File: config.mk
export PLATFORM = sky130hd
export DESIGN_NAME = switch_cfg_sequencer
export DESIGN_NICKNAME = d
export VERILOG_FILES = /design/src/rtl/sw_pkg.sv /design/src/rtl/sw_cfg_table.sv /design/src/rtl/switch_cfg_sequencer.sv
export SDC_FILE = /design/constraint.sdc
export NUM_CORES = 1
export LEC_CHECK = 0
export ABC_AREA = 1
export CORE_ASPECT_RATIO = 2
export CORE_MARGIN = 2
export CORE_UTILIZATION = 45
export DETAILED_ROUTE_END_ITERATION = 6
export GPL_TIMING_DRIVEN = 1
export PLACE_DENSITY = 0.63
export SLEW_MARGIN = 30
export SYNTH_ARGS = -nofsm -noshare
export SYNTH_HDL_FRONTEND = slang
export SYNTH_SLANG_ARGS = --single-unit
File: constraint.sdc
create_clock -name i_clk -period 4.7 [get_ports i_clk]
set_input_delay 0.94 -clock i_clk [delete_from_list [all_inputs] [get_ports i_clk]]
set_output_delay 0.94 -clock i_clk [all_outputs]
set_load 0.01 [all_outputs]
File: src/rtl/sw_pkg.sv
// Shared types for the switch configuration sequencer: chain word layouts and FSM states.
package sw_pkg;

  localparam int COUNT_W = 4;

  typedef struct packed {
    logic [COUNT_W-1:0] count;
    logic               enable;
    logic [1:0]         port_num;
    logic [1:0]         src;
  } cfg_entry_t;

  typedef struct packed {
    logic               valid;
    logic [COUNT_W-1:0] count;
    logic               enable;
    logic [1:0]         port_num;
    logic [1:0]         src;
  } sw_config_t;

  typedef enum logic [1:0] {
    IDLE  = 2'd0,
    ISSUE = 2'd1,
    DRAIN = 2'd2,
    FIN   = 2'd3
  } state_e;

endpackage

File: src/rtl/sw_cfg_table.sv
// Routing entry table: one synchronous write port, one combinational read port, no reset.
module sw_cfg_table
  import sw_pkg::*;
#(
  parameter int DEPTH = 16
) (
  input  logic                     i_clk,
  input  logic                     i_we,
  input  logic [$clog2(DEPTH)-1:0] i_waddr,
  input  cfg_entry_t               i_wdata,
  input  logic [$clog2(DEPTH)-1:0] i_raddr,
  output cfg_entry_t               o_rdata
);

  cfg_entry_t r_mem [DEPTH];

  always_ff @(posedge i_clk) begin
    if (i_we) r_mem[i_waddr] <= i_wdata;
  end

  assign o_rdata = r_mem[i_raddr];

endmodule

File: src/rtl/switch_cfg_sequencer.sv
// Streams preloaded routing entries into the head of the switch config chain, then waits
// for the farthest entry to land before pulsing done.
//   state | meaning
//   IDLE  | table writable, waiting for start
//   ISSUE | one table entry per cycle onto the chain (illegal hop counts skipped)
//   DRAIN | chain idle while the farthest entry propagates
//   FIN   | one-cycle done pulse, busy drops
module switch_cfg_sequencer
  import sw_pkg::*;
#(
  parameter int DEPTH     = 16,
  parameter int CHAIN_LEN = 8
) (
  input  logic                     i_clk,
  input  logic                     i_rst,
  input  logic                     i_wr_en,
  input  logic [$clog2(DEPTH)-1:0] i_wr_addr,
  input  cfg_entry_t               i_wr_data,
  output logic                     o_wr_err,
  input  logic                     i_start,
  input  logic [$clog2(DEPTH):0]   i_num_entries,
  output logic                     o_busy,
  output logic                     o_done,
  output logic                     o_cfg_err,
  output sw_config_t               o_sw_config_out
);

  localparam int AW = $clog2(DEPTH);
  localparam logic [COUNT_W:0] CHAIN_LIM = (COUNT_W+1)'(CHAIN_LEN);
  localparam logic [AW:0]      DEPTH_LIM = (AW+1)'(DEPTH);

  state_e             r_state;
  logic [AW-1:0]      r_ptr;
  logic [AW-1:0]      r_last;
  logic [COUNT_W-1:0] r_max;
  logic [COUNT_W:0]   r_drain;
  sw_config_t         r_cfg;
  logic               r_busy;
  logic               r_done;
  logic               r_wr_err;
  logic               r_cfg_err;

  cfg_entry_t         w_entry;
  logic               w_table_we;
  logic               w_legal;
  logic [COUNT_W-1:0] w_max_next;
  logic [AW-1:0]      w_last;

  assign w_table_we = i_wr_en && (r_state == IDLE);

  sw_cfg_table #(.DEPTH(DEPTH)) u_table (
    .i_clk   (i_clk),
    .i_we    (w_table_we),
    .i_waddr (i_wr_addr),
    .i_wdata (i_wr_data),
    .i_raddr (r_ptr),
    .o_rdata (w_entry)
  );

  assign w_legal    = {1'b0, w_entry.count} < CHAIN_LIM;
  assign w_max_next = (w_legal && (w_entry.count > r_max)) ? w_entry.count : r_max;
  // Requests beyond the table size are clamped; zero is handled by skipping ISSUE.
  assign w_last     = (i_num_entries > DEPTH_LIM) ? AW'(DEPTH - 1)
                                                  : AW'(i_num_entries - (AW+1)'(1));

  always_ff @(posedge i_clk or posedge i_rst) begin
    if (i_rst) begin
      r_state   <= IDLE;
      r_ptr     <= '0;
      r_last    <= '0;
      r_max     <= '0;
      r_drain   <= '0;
      r_cfg     <= '0;
      r_busy    <= 1'b0;
      r_done    <= 1'b0;
      r_wr_err  <= 1'b0;
      r_cfg_err <= 1'b0;
    end else begin
      r_wr_err <= i_wr_en && (r_state != IDLE);
      r_done   <= 1'b0;
      r_cfg    <= '0;
      case (r_state)
        IDLE: begin
          if (i_start) begin
            r_ptr     <= '0;
            r_max     <= '0;
            r_last    <= w_last;
            r_cfg_err <= 1'b0;
            r_busy    <= 1'b1;
            r_state   <= (i_num_entries == '0) ? FIN : ISSUE;
          end
        end
        ISSUE: begin
          if (w_legal) r_cfg <= {1'b1, w_entry};
          else         r_cfg_err <= 1'b1;
          r_max <= w_max_next;
          r_ptr <= r_ptr + AW'(1);
          if (r_ptr == r_last) begin
            r_drain <= {1'b0, w_max_next} + (COUNT_W+1)'(1);
            r_state <= DRAIN;
          end
        end
        DRAIN: begin
          r_drain <= r_drain - (COUNT_W+1)'(1);
          if (r_drain == (COUNT_W+1)'(1)) r_state <= FIN;
        end
        FIN: begin
          r_done  <= 1'b1;
          r_busy  <= 1'b0;
          r_state <= IDLE;
        end
        default: r_state <= IDLE;
      endcase
    end
  end

  assign o_sw_config_out = r_cfg;
  assign o_busy          = r_busy;
  assign o_done          = r_done;
  assign o_wr_err        = r_wr_err;
  assign o_cfg_err       = r_cfg_err;

endmodule

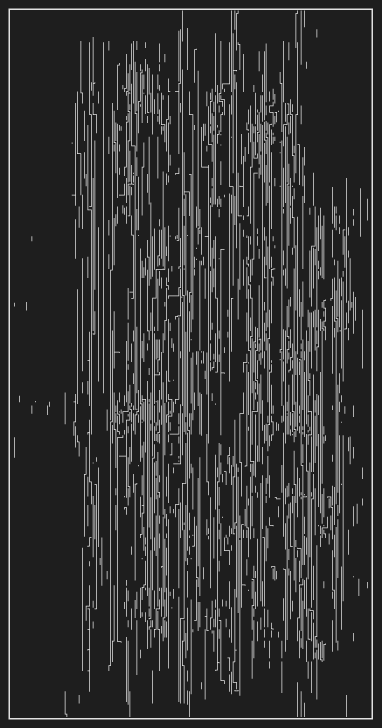
Run 1: signal wires on met2
wire length on this layer = 9410 µm
main direction = vertical
met2 usage: 36.0%
Routed WL: 17000 µm
DR vias: 4937

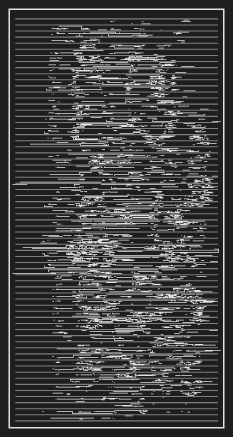
Run 1: signal wires on met1
Supply wires on this layer in gray.
wire length on this layer = 6210 µm
main direction = horizontal
GRT met1 Usage: 21.4%

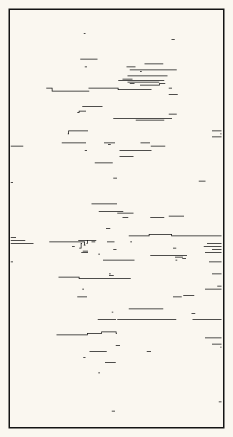
Run 1: the metal 3 layer
wire length on this layer = 697 µm
share of all routed wire = 4.1%
nets with wire on the layer = 64
longest straight run = 26.0 µm
GR Layer Usage met3: 4.23%

==> impl_metrics.csv, run 1 <==
group,metric,value,unit
worst_hold_path,worstHoldEndpoint,"o_busy$_DFFE_PP0P_",
sta,min_period_over_period,77.3,%
worst_hold_path,hold_depth,2,
sta,setup_violations,0,
power,p_sw,1880,µW
layout,clkCellAreaFrac,6.17,%
synthesis,synth.distinct_cells,35,
worst_setup_path,required,5010,ps
synthesis,synth_xor_xnor_area_share,0.586,%
worst_setup_path,crit_type,"register to register",
clock_network,postCtsSetupRepairBufs,0,
sta,hold_slack,508,ps
power,p_per_area,588,nW/µm²
global_route,grt_max_degree,77,
floorplanning,dieArea,17700,µm²
worst_hold_path,holdCritPathClass,"register to register",
run_status,status,"finished clean",
clock_network,cts_inserted_buffers,17,
worst_setup_path,reg2reg_from,"r_ptr[0]$_DFFE_PP0P_",
synthesis,syn-cell-area,7470,µm²
layout,comb_area_share,23.6,%
synthesis,ys_warn_count,0,
placement,io_buffers,34,
power,pg_seq,1910,µW
clock_network,cts-root-buf,"clkbuf_16",
synthesis,synth.avg_cell_area,11.6,µm²
layout,area_dominant_class,"sequential cells",
layout,logic_gate_count,387,
synthesis,ys_top_cells_by_count,"edfxtp_1, nor2_1, o21ai_0",
placement,dp_hpwl,11400,µm
clock_network,htreeDepth,4,
placement,dpl_worst_slack,1210,ps
layout,regMostFlops,"u_table.r_mem",
sta,timing.slew.headroom,35.0,%
sta,setup_ws,1070,ps
worst_setup_path,critPathCapture,"r_drain[4]$_DFFE_PP0P_",
placement,placed_cells,857,
worst_setup_path,timing.reg2reg.setup_slack,1070,ps
power,clock_net_power,1250,µW
worst_setup_path,end_kind,"register",
synthesis,synth_nets,679,
power,p_total,4980,µW
layout,flop-count,176,
synthesis,synthArstFlopShare,18.2,%
global_route,grt_pass1_wl,25800,µm
global_route,antenna_found_initial,0,
synthesis,synth.most_common_cell,"edfxtp_1",
placement,place_area,7950,µm²
layout,num-fill-cells,1394,
power,power_leakage,0.00305,µW
routing,drtIter0Drc,388,
routing,vias_per_cell,5.55,
synthesis,numSynthFlops,176,
floorplanning,pin_count,36,
floorplanning,fp_util,45.9,%
synthesis,ys_seq_share,68.6,%
sta,finalSetupTns,0,ps
layout,fin_util,52.1,%
layout,lay_top_cells,"edfxtp_1, nor2_1, o21ai_0, nand2_1, inv_1",
sta,fmax,275,MHz
run,warnings,30,
synthesis,ys_sh_adder,2.18,%
clock_network,clockBufferDepth,2,
clock_network,postCtsHoldBufs,0,
synthesis,ys_sh_mux,0,%
synthesis,synthTopCellsByArea,"edfxtp_1, dfrtp_1, nor2_1",
sta,final-hold-violation-count,0,
layout,clkbuf_count,19,
layout,area_growth,13.5,%
layout,layout-drive-gt1-share,8.03,%
floorplanning,fp.coreArea,16300,µm²
worst_hold_path,hp-start,"o_busy$_DFFE_PP0P_",
routing,ant_nets,0,
synthesis,top_area_share,57.9,%
layout,diodes,0,
routing,drt-pass1-iter-count,5,
synthesis,synth.logic.top_family,"simple AND/OR/NAND/NOR gates",
power,p_int,3100,µW
worst_setup_path,critPathLaunch,"r_ptr[0]$_DFFE_PP0P_",
power,powerComb,1820,µW
clock_network,ctsResizeCount,0,
global_route,grt_pass1_vias,4871,
layout,n_all_inverters,49,
floorplanning,die_h,186,µm
synthesis,yosysTopAreaCell,"edfxtp_1",
worst_setup_path,path_max_fanout,57,
global_route,track_usage,20.0,%
layout,seq_share,60.4,%
sta,finalMaxSlewViolations,0,
synthesis,ys_area,7470,µm²
worst_setup_path,reg2regPathDepth,21,
synthesis,edf_count,144,
placement,gp_congestion,0.926,
sta,rsz0062_at_grt,"false",
power,maxPowerGroup,"registers",
sta,clock_skew,11.2,ps
clock_network,clk_pin_slew_worst_paths,70,ps
power,seqPwrFrac,38.3,%
sta,tightestPinTransition,971,ps
clock_network,tritoncts,"yes",
synthesis,ys_sh_simple,12.0,%
floorplanning,die_x,95.1,µm
routing,wire_per_inst,19.1,µm
routing,drc,0,
power,power_frac_comb,36.6,%
worst_setup_path,critical_path_arrival,3940,ps
clock_network,cts.sinks,176,
synthesis,compound_area_share,11.7,%
power,p_sw_share,37.7,%
synthesis,syn_inst,644,
layout,stdcell_count,889,
layout,comb_area,2000,µm²
layout,buffers,41,
worst_setup_path,rr_endpoint,"r_drain[4]$_DFFE_PP0P_",
layout,largest_register_ffs,144,
layout,lay_top_count,"edfxtp_1",
sta,min_period,3630,ps
clock_network,worstSkewPairLatency,430,ps
run,maxCapViolations,0,
layout,regArea,5130,µm²
worst_setup_path,cp-start-kind,"register",
floorplanning,rows,66,
synthesis,ys.flop_type,"edfxtp_1",
layout,nets,707,
floorplanning,tapcell.inserted,204,
layout,nonClkBufAreaFrac,4.63,%
layout,final_area,8480,µm²
power,peakVddDrop,0.334,mV
global_route,gr-total-overflow,0,
synthesis,synth_stat.cells,644,
power,power.share.clock,25.1,%
run 1: per-layer routing:
metal | vias to the layer above | wire (µm) | part of all wire [%] | global-route usage [%]
met4 | 0 | 675 | 4.0 | 11.0
met2 | 161 | 9410 | 55 | 36.0
li1 | 2329 | - | - | -
met3 | 40 | 696 | 4.1 | 4.23
met1 | 2407 | 6210 | 37 | 21.4
met5 | - | 0 | 0 | 0
run 1: worst max-delay path, cell delays in order (launching register included):
cell and delay [ps]:
dfrtp_2 370, clkinv_2 580, nor2_1 270, nor2_1 60, o21ai_0 120, o211ai_2 130, nand3_1 140, nand2_1 100
ha_1 300, inv_1 40, nor2_1 90, nor2_1 50, o21ai_0 140, nand2_1 100, nand3b_1 240, nand2_1 110
nand2_2 80, ha_1 210, nand3_1 110, nor2_1 50, o21ai_1 120, o21ai_1 80
==> run 2: changes to the inputs <==
PLACE_DENSITY = 0.66   (was 0.63)
clock period = 3.2 ns   (was 4.7 ns; I/O delays follow)
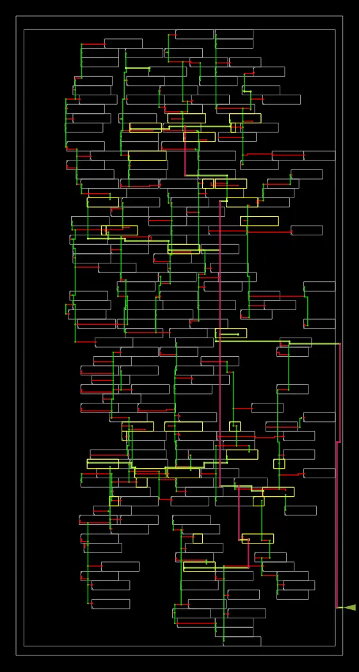
Run 2: clock nets
flop count: 176
Sinks on Clock Net: 176
Latency at later pin: 430 ps
CLK BUF: 19

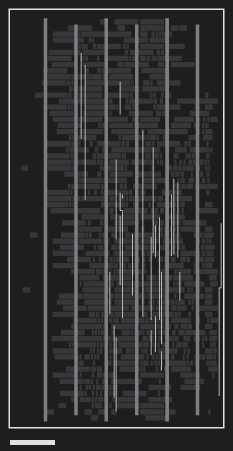
Run 2: M4 wires
Bar = 20 µm. Supply wires on this layer in gray.
nets with wire on the layer = 21
share of all routed wire = 4.6%
main direction = vertical
longest straight run = 83.0 µm
Routed WL: 18100 µm
DR vias: 5231

==> run 2 against run 1 <==
Clock power grew 73%; via count grew 6.0%; clock skew shrank 5.1 ps; total power grew 65%; critical endpoint is now r_drain[1]$_DFFE_PP0P_; die size is the same; maximum frequency grew 19%; highest routed layer unchanged; largest power group is now combinational logic; setup slack lost 920 ps; design area grew 6.4%.
==> impl_metrics.csv, run 2 <==
group,metric,value,unit
run_status,status,"finished clean",
synthesis,ys_seq_share,68.6,%
clock_network,postCtsSetupRepairBufs,0,
layout,clkCellAreaFrac,6.82,%
placement,gp_congestion,0.986,
sta,setup_ws,150,ps
synthesis,numSynthFlops,176,
global_route,track_usage,20.9,%
floorplanning,fp_util,45.9,%
layout,stdcell_count,932,
global_route,grtUsageMet1,21.6,%
power,power.share.clock,26.4,%
global_route,gr-total-overflow,0,
worst_setup_path,required,3500,ps
run,warnings,30,
sta,finalMaxSlewViolations,0,
power,seqPwrFrac,34.4,%
global_route,antenna_found_initial,0,
layout,buffers,84,
clock_network,tritoncts,"yes",
synthesis,top_area_share,57.9,%
power,p_sw_share,35.9,%
sta,setup_violations,0,
layout,regMostFlops,"u_table.r_mem",
synthesis,synth.most_common_cell,"edfxtp_1",
floorplanning,die_h,186,µm
worst_setup_path,worst-path-stages,18,
routing,vias_per_cell,5.61,
worst_setup_path,cp-start-kind,"register",
layout,final_area,9020,µm²
synthesis,syn_inst,644,
synthesis,synth_stat.cells,644,
layout,logic_gate_count,387,
synthesis,ys_warn_count,0,
routing,maxUsedRoutingLayer,"met4",
power,p_per_area,908,nW/µm²
power,powerComb,3220,µW
power,maxPowerGroup,"combinational logic",
worst_setup_path,reg2regPathDepth,18,
routing,ant_nets,0,
global_route,grt_pass1_wl,27300,µm
synthesis,synth_nets,679,
power,p_sw,2940,µW
sta,timing.slew.headroom,60.2,%
worst_setup_path,critical_path_arrival,3350,ps
floorplanning,pin_count,36,
power,power_leakage,0.00335,µW
placement,dpl_worst_slack,21.3,ps
placement,placed_cells,880,
synthesis,synthTopCellsByArea,"edfxtp_1, dfrtp_1, nor2_1",
layout,comb_area_share,22.5,%
floorplanning,tapcell.inserted,204,
placement,io_buffers,34,
synthesis,synth.distinct_cells,35,
synthesis,syn-cell-area,7470,µm²
worst_setup_path,reg2reg_from,"r_ptr[0]$_DFFE_PP0P_",
synthesis,ys_area,7470,µm²
worst_setup_path,cp_slowest_cell,"dfrtp_2",
sta,fmax,328,MHz
layout,comb_area,2030,µm²
layout,lay_top_cells,"edfxtp_1, nor2_1, o21ai_0, nand2_1, inv_1",
floorplanning,dieArea,17700,µm²
worst_setup_path,path_max_fanout,6,
routing,wl_met1,6270,µm
synthesis,ys.flop_type,"edfxtp_1",
synthesis,edf_count,144,
clock_network,cts_inserted_buffers,17,
routing,wl_met3,808,µm
layout,regArea,5130,µm²
routing,drtIter0Drc,476,
layout,largest_register_ffs,144,
global_route,top_usage_layer,"met2",
clock_network,clk_pin_slew_worst_paths,60,ps
-- run 2: cell counts after synthesis --
No cell type changed its count.
-- run 2: how the worst min path moves through the flow --
stage | from | end | cells after the start
detailed placement | o_busy$_DFFE_PP0P_ | o_busy$_DFFE_PP0P_ | 2
floorplan | r_max[0]$_DFFE_PP0P_ | r_max[0]$_DFFE_PP0P_ | 2
global placement | o_busy$_DFFE_PP0P_ | o_busy$_DFFE_PP0P_ | 2
CTS | o_busy$_DFFE_PP0P_ | o_busy$_DFFE_PP0P_ | 2
global route | o_busy$_DFFE_PP0P_ | o_busy$_DFFE_PP0P_ | 2
finish | o_busy$_DFFE_PP0P_ | o_busy$_DFFE_PP0P_ | 2
Power is estimated from default activity; no workload was simulated.
